`src/rtl/pipe_ctrl_gen.sv`:
```
// ============================================================================
// Module   : pipe_ctrl_gen
// Brief    : Parametrised stall/flush/redirect controller with a pending-jump
//            buffer and a drain-then-redirect trap sequencer.
//            Optional performance counters under `PIPE_CTRL_PERF_EN`.
// Revision : 1.0 - initial release
// ============================================================================
`default_nettype none

module pipe_ctrl_gen #(
    parameter int NUM_STAGES = 6,
    parameter int ADDR_WIDTH = 32,
    parameter int JUMP_STAGE = 2,
    parameter int TRAP_STAGE = 3
) (
    input  logic                  clk_i,
    input  logic                  rst_n_i,
    input  logic [NUM_STAGES-1:0] stallreq_i,
    input  logic                  jump_en_i,
    input  logic [ADDR_WIDTH-1:0] jump_addr_i,
    input  logic                  trap_req_i,
    input  logic [ADDR_WIDTH-1:0] trap_pc_i,
    input  logic [ADDR_WIDTH-1:0] trap_vector_i,
    output logic [NUM_STAGES-1:0] stall_o,
    output logic [NUM_STAGES-1:0] flush_o,
    output logic                  new_pc_en_o,
    output logic [ADDR_WIDTH-1:0] new_pc_o,
    output logic [ADDR_WIDTH-1:0] epc_o,
    output logic                  trap_ack_o,
    output logic                  busy_o
`ifdef PIPE_CTRL_PERF_EN
    ,
    output logic [31:0]           perf_stall_cycles_o,
    output logic [31:0]           perf_flush_cnt_o
`endif
);

    function automatic logic [NUM_STAGES-1:0] range_mask(input int lo, input int hi);
        logic [NUM_STAGES-1:0] m;
        m = '0;
        for (int i = 0; i < NUM_STAGES; i++) begin
            if (i >= lo && i <= hi) m[i] = 1'b1;
        end
        return m;
    endfunction

    localparam logic [NUM_STAGES-1:0] c_jump_mask  = range_mask(1, JUMP_STAGE);
    localparam logic [NUM_STAGES-1:0] c_trap_mask  = range_mask(1, TRAP_STAGE);
    localparam logic [NUM_STAGES-1:0] c_older_mask = range_mask(TRAP_STAGE + 1, NUM_STAGES - 1);

    typedef enum logic [1:0] {
        IDLE     = 2'd0,
        DRAIN    = 2'd1,
        REDIRECT = 2'd2
    } state_t;

    state_t                  state_q, state_d;
    logic                    pend_vld_q, pend_vld_d;
    logic [ADDR_WIDTH-1:0]   pend_addr_q, pend_addr_d;
    logic [ADDR_WIDTH-1:0]   epc_q, epc_d;

    logic [NUM_STAGES-1:0]   w_stall_base;
    logic [NUM_STAGES-1:0]   w_stall;
    logic [NUM_STAGES-1:0]   w_flush;
    logic                    w_npc_en;
    logic [ADDR_WIDTH-1:0]   w_npc;
    logic                    w_ack;

    // A stall at stage k must also hold every younger register below it.
    assign w_stall_base[NUM_STAGES-1] = stallreq_i[NUM_STAGES-1];
    for (genvar j = 0; j < NUM_STAGES - 1; j++) begin : g_stall_chain
        assign w_stall_base[j] = w_stall_base[j+1] | stallreq_i[j];
    end

    always_comb begin
        state_d     = state_q;
        pend_vld_d  = pend_vld_q;
        pend_addr_d = pend_addr_q;
        epc_d       = epc_q;
        w_stall     = w_stall_base;
        w_flush     = '0;
        w_npc_en    = 1'b0;
        w_npc       = '0;
        w_ack       = 1'b0;

        case (state_q)
            IDLE: begin
                if (trap_req_i) begin
                    w_flush    = c_trap_mask;
                    epc_d      = trap_pc_i;
                    pend_vld_d = 1'b0;
                    state_d    = DRAIN;
                end else if (jump_en_i) begin
                    w_flush = c_jump_mask;
                    if (!w_stall_base[0]) begin
                        w_npc_en   = 1'b1;
                        w_npc      = jump_addr_i;
                        pend_vld_d = 1'b0;
                    end else begin
                        pend_vld_d  = 1'b1;
                        pend_addr_d = jump_addr_i;
                    end
                end else if (pend_vld_q && !w_stall_base[0]) begin
                    w_npc_en   = 1'b1;
                    w_npc      = pend_addr_q;
                    pend_vld_d = 1'b0;
                end
            end
            DRAIN: begin
                w_stall[0] = 1'b1;
                w_flush    = c_trap_mask;
                // Stages older than the trapping one must retire before redirect.
                if ((stallreq_i & c_older_mask) == '0) state_d = REDIRECT;
            end
            REDIRECT: begin
                w_npc_en = 1'b1;
                w_npc    = trap_vector_i;
                w_ack    = 1'b1;
                w_flush  = c_trap_mask;
                state_d  = IDLE;
            end
            default: state_d = IDLE;
        endcase

        w_stall = w_stall & ~w_flush;
    end

    always_ff @(posedge clk_i or negedge rst_n_i) begin
        if (!rst_n_i) begin
            state_q     <= IDLE;
            pend_vld_q  <= 1'b0;
            pend_addr_q <= '0;
            epc_q       <= '0;
        end else begin
            state_q     <= state_d;
            pend_vld_q  <= pend_vld_d;
            pend_addr_q <= pend_addr_d;
            epc_q       <= epc_d;
        end
    end

    // Combinational outputs are held at zero while reset is asserted.
    assign stall_o     = rst_n_i ? w_stall  : '0;
    assign flush_o     = rst_n_i ? w_flush  : '0;
    assign new_pc_en_o = rst_n_i & w_npc_en;
    assign new_pc_o    = rst_n_i ? w_npc    : '0;
    assign trap_ack_o  = rst_n_i & w_ack;
    assign epc_o       = epc_q;
    assign busy_o      = (state_q != IDLE);

`ifdef PIPE_CTRL_PERF_EN
    logic [31:0] perf_stall_q, perf_stall_d;
    logic [31:0] perf_flush_q, perf_flush_d;

    always_comb begin
        perf_stall_d = perf_stall_q + {31'd0, stall_o[0]};
        perf_flush_d = perf_flush_q + {31'd0, new_pc_en_o};
    end

    always_ff @(posedge clk_i or negedge rst_n_i) begin
        if (!rst_n_i) begin
            perf_stall_q <= '0;
            perf_flush_q <= '0;
        end else begin
            perf_stall_q <= perf_stall_d;
            perf_flush_q <= perf_flush_d;
        end
    end

    assign perf_stall_cycles_o = perf_stall_q;
    assign perf_flush_cnt_o    = perf_flush_q;
`endif

endmodule

`default_nettype wire

```
`config.mk`:
```
export PLATFORM = sky130hd
export DESIGN_NAME = pipe_ctrl_gen
export DESIGN_NICKNAME = d
export VERILOG_FILES = /design/src/rtl/pipe_ctrl_gen.sv
export SDC_FILE = /design/constraint.sdc
export NUM_CORES = 1
export LEC_CHECK = 0
export ABC_AREA = 1
export CAP_MARGIN = 20
export CORE_MARGIN = 3
export CORE_UTILIZATION = 64
export DETAILED_ROUTE_END_ITERATION = 8
export DONT_BUFFER_PORTS = 1
export PLACE_DENSITY = 0.8
export SLEW_MARGIN = 5
export SYNTH_ARGS = -nofsm -noshare
export SYNTH_HDL_FRONTEND = slang
export SYNTH_SLANG_ARGS = --single-unit
```
`constraint.sdc`:
```
create_clock -name clk_i -period 2.54 [get_ports clk_i]
set_clock_uncertainty 0.15 [all_clocks]
set_input_delay 0.762 -clock clk_i [delete_from_list [all_inputs] [get_ports clk_i]]
set_output_delay 0.762 -clock clk_i [all_outputs]
set_load 0.02 [all_outputs]
```
==> run summary <==
flow finished, numbers: synthesis-to-finish area growth=15.6%, seq pwr=2270 uW, pin count of the biggest net entering global routing=68, Worst EP arrival=1.76 ns, Logic pwr share=35.6%, layout cells sized above 1=25.6%, Core Region=5990 um2, most numerous logic cell after layout=nand2_1, Top FF cell, synth=dfrtp_1, WS Path Type=primary input to output port, post-route ant nets=0, Num Clock Sinks=67, Finish-stage setup viols=36, Max Cap Violations=0, Clock power frac=19.6%, Multi-Input Combinational=394, Initial Utilization=66.9%, leading cell type by number of instances after synthesis=nand2_1, Setup Buffers After CTS=5, status=finished with violations, Leak=0.00241 uW, asr flop ratio synth=100%, global placement routability congestion=0.852, switching portion of total power=42.3%, failing checks=negative setup slack, RR Startpoint=state_q[0]$_DFFE_PN0P_, GRT Resource Usage Total=29.8%, Post-CTS Hold Buffers=1, Ant. Diodes=0, Skew-Pair Late Insertion Delay=0.34 ns, Yosys Instances=547, Non-CTS buffers=36, synthesized area=4010 um2, TritonCTS clock tree=done, Setup WS post-layout=-0.127 ns, Pint=2920 uW, Seq area share=36.2%, Tcrit/Tclk final=105%, critical path capture point=new_pc_o[30]
layer usage:
metal	part of all wire, %	GRT usage [%]	vias to the layer above	wire, um
met5	0	0	-	0
met4	1.8	11.1	0	194
met3	10	10.7	22	1120
met2	51	48.7	193	5490
met1	37	36.2	1689	3950
li1	-	-	1732	-
cells by family after synthesis:
logic type	share of synthesized area [%]
multiplexers	8.99
AND-OR/OR-AND	1.41
flip-flops	41.8
buffers and inverters	9.96
adder cells (fa/ha/maj)	1.56
other	0.0936
AND/OR/NAND/NOR	36.1
flip-flops by register name (all words and copies together) (netlist names):
name	count
state_q	2
pend_addr_q	32
pend_vld_q	1
epc_o	32
critical path, stage by stage:
cell     delay [ns]
nor2_4         0.11
nand4_2        0.12
nor2_4         0.18
buf_12         0.21
nand3_1        0.09
nand2_1        0.09
nand2_1        0.06
nand2_2        0.12
closeup.png
Window x 54 to 74, y 54 to 74 um. Cells in grey, sequential cells in the stronger grey; small squares are vias.
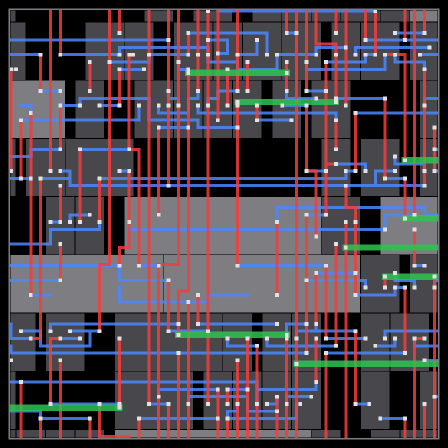
- blue: M1
- red: M2
- green: M3
- cells with their middle in the window: 46
- most frequent: nand2_1 (15), nand3_1 (14), inv_1 (6)
- netlist names of flops here include: pend_addr_q (3)
- sequential cells in the window: 3

port_trees.png
(4 px per um)
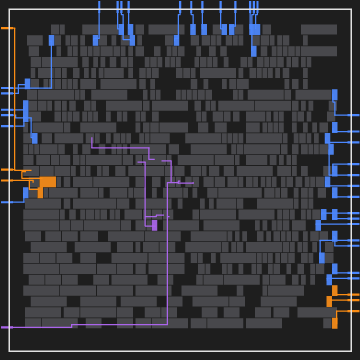
- orange: flush_o (bits 6; direction output; edge 3 east, 3 west; end cells 5; wire 73.0 um)
- purple: busy_o (bits 1; direction output; edge west; end cells 1; wire 137 um)
- blue: trap_vector_i (bits 32; direction input; edge 14 east, 12 north, 6 west; end cells 32; wire 228 um)
# port buffers: 0
Top Ports: 185

m2.png
(4 px per um) Cells faint in the background.
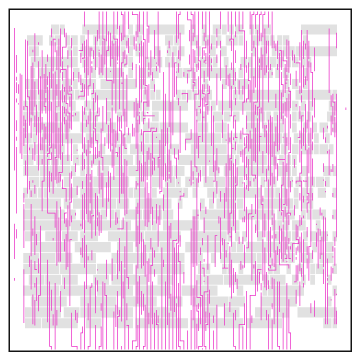
- longest straight run: 35.7 um
- main direction: vertical
- wire length on this layer: 5490 um
- nets with wire on the layer: 523
- share of all routed wire: 51%
DR vias: 3636
WL final: 10800 um

Power and IR drop assume default switching activity.
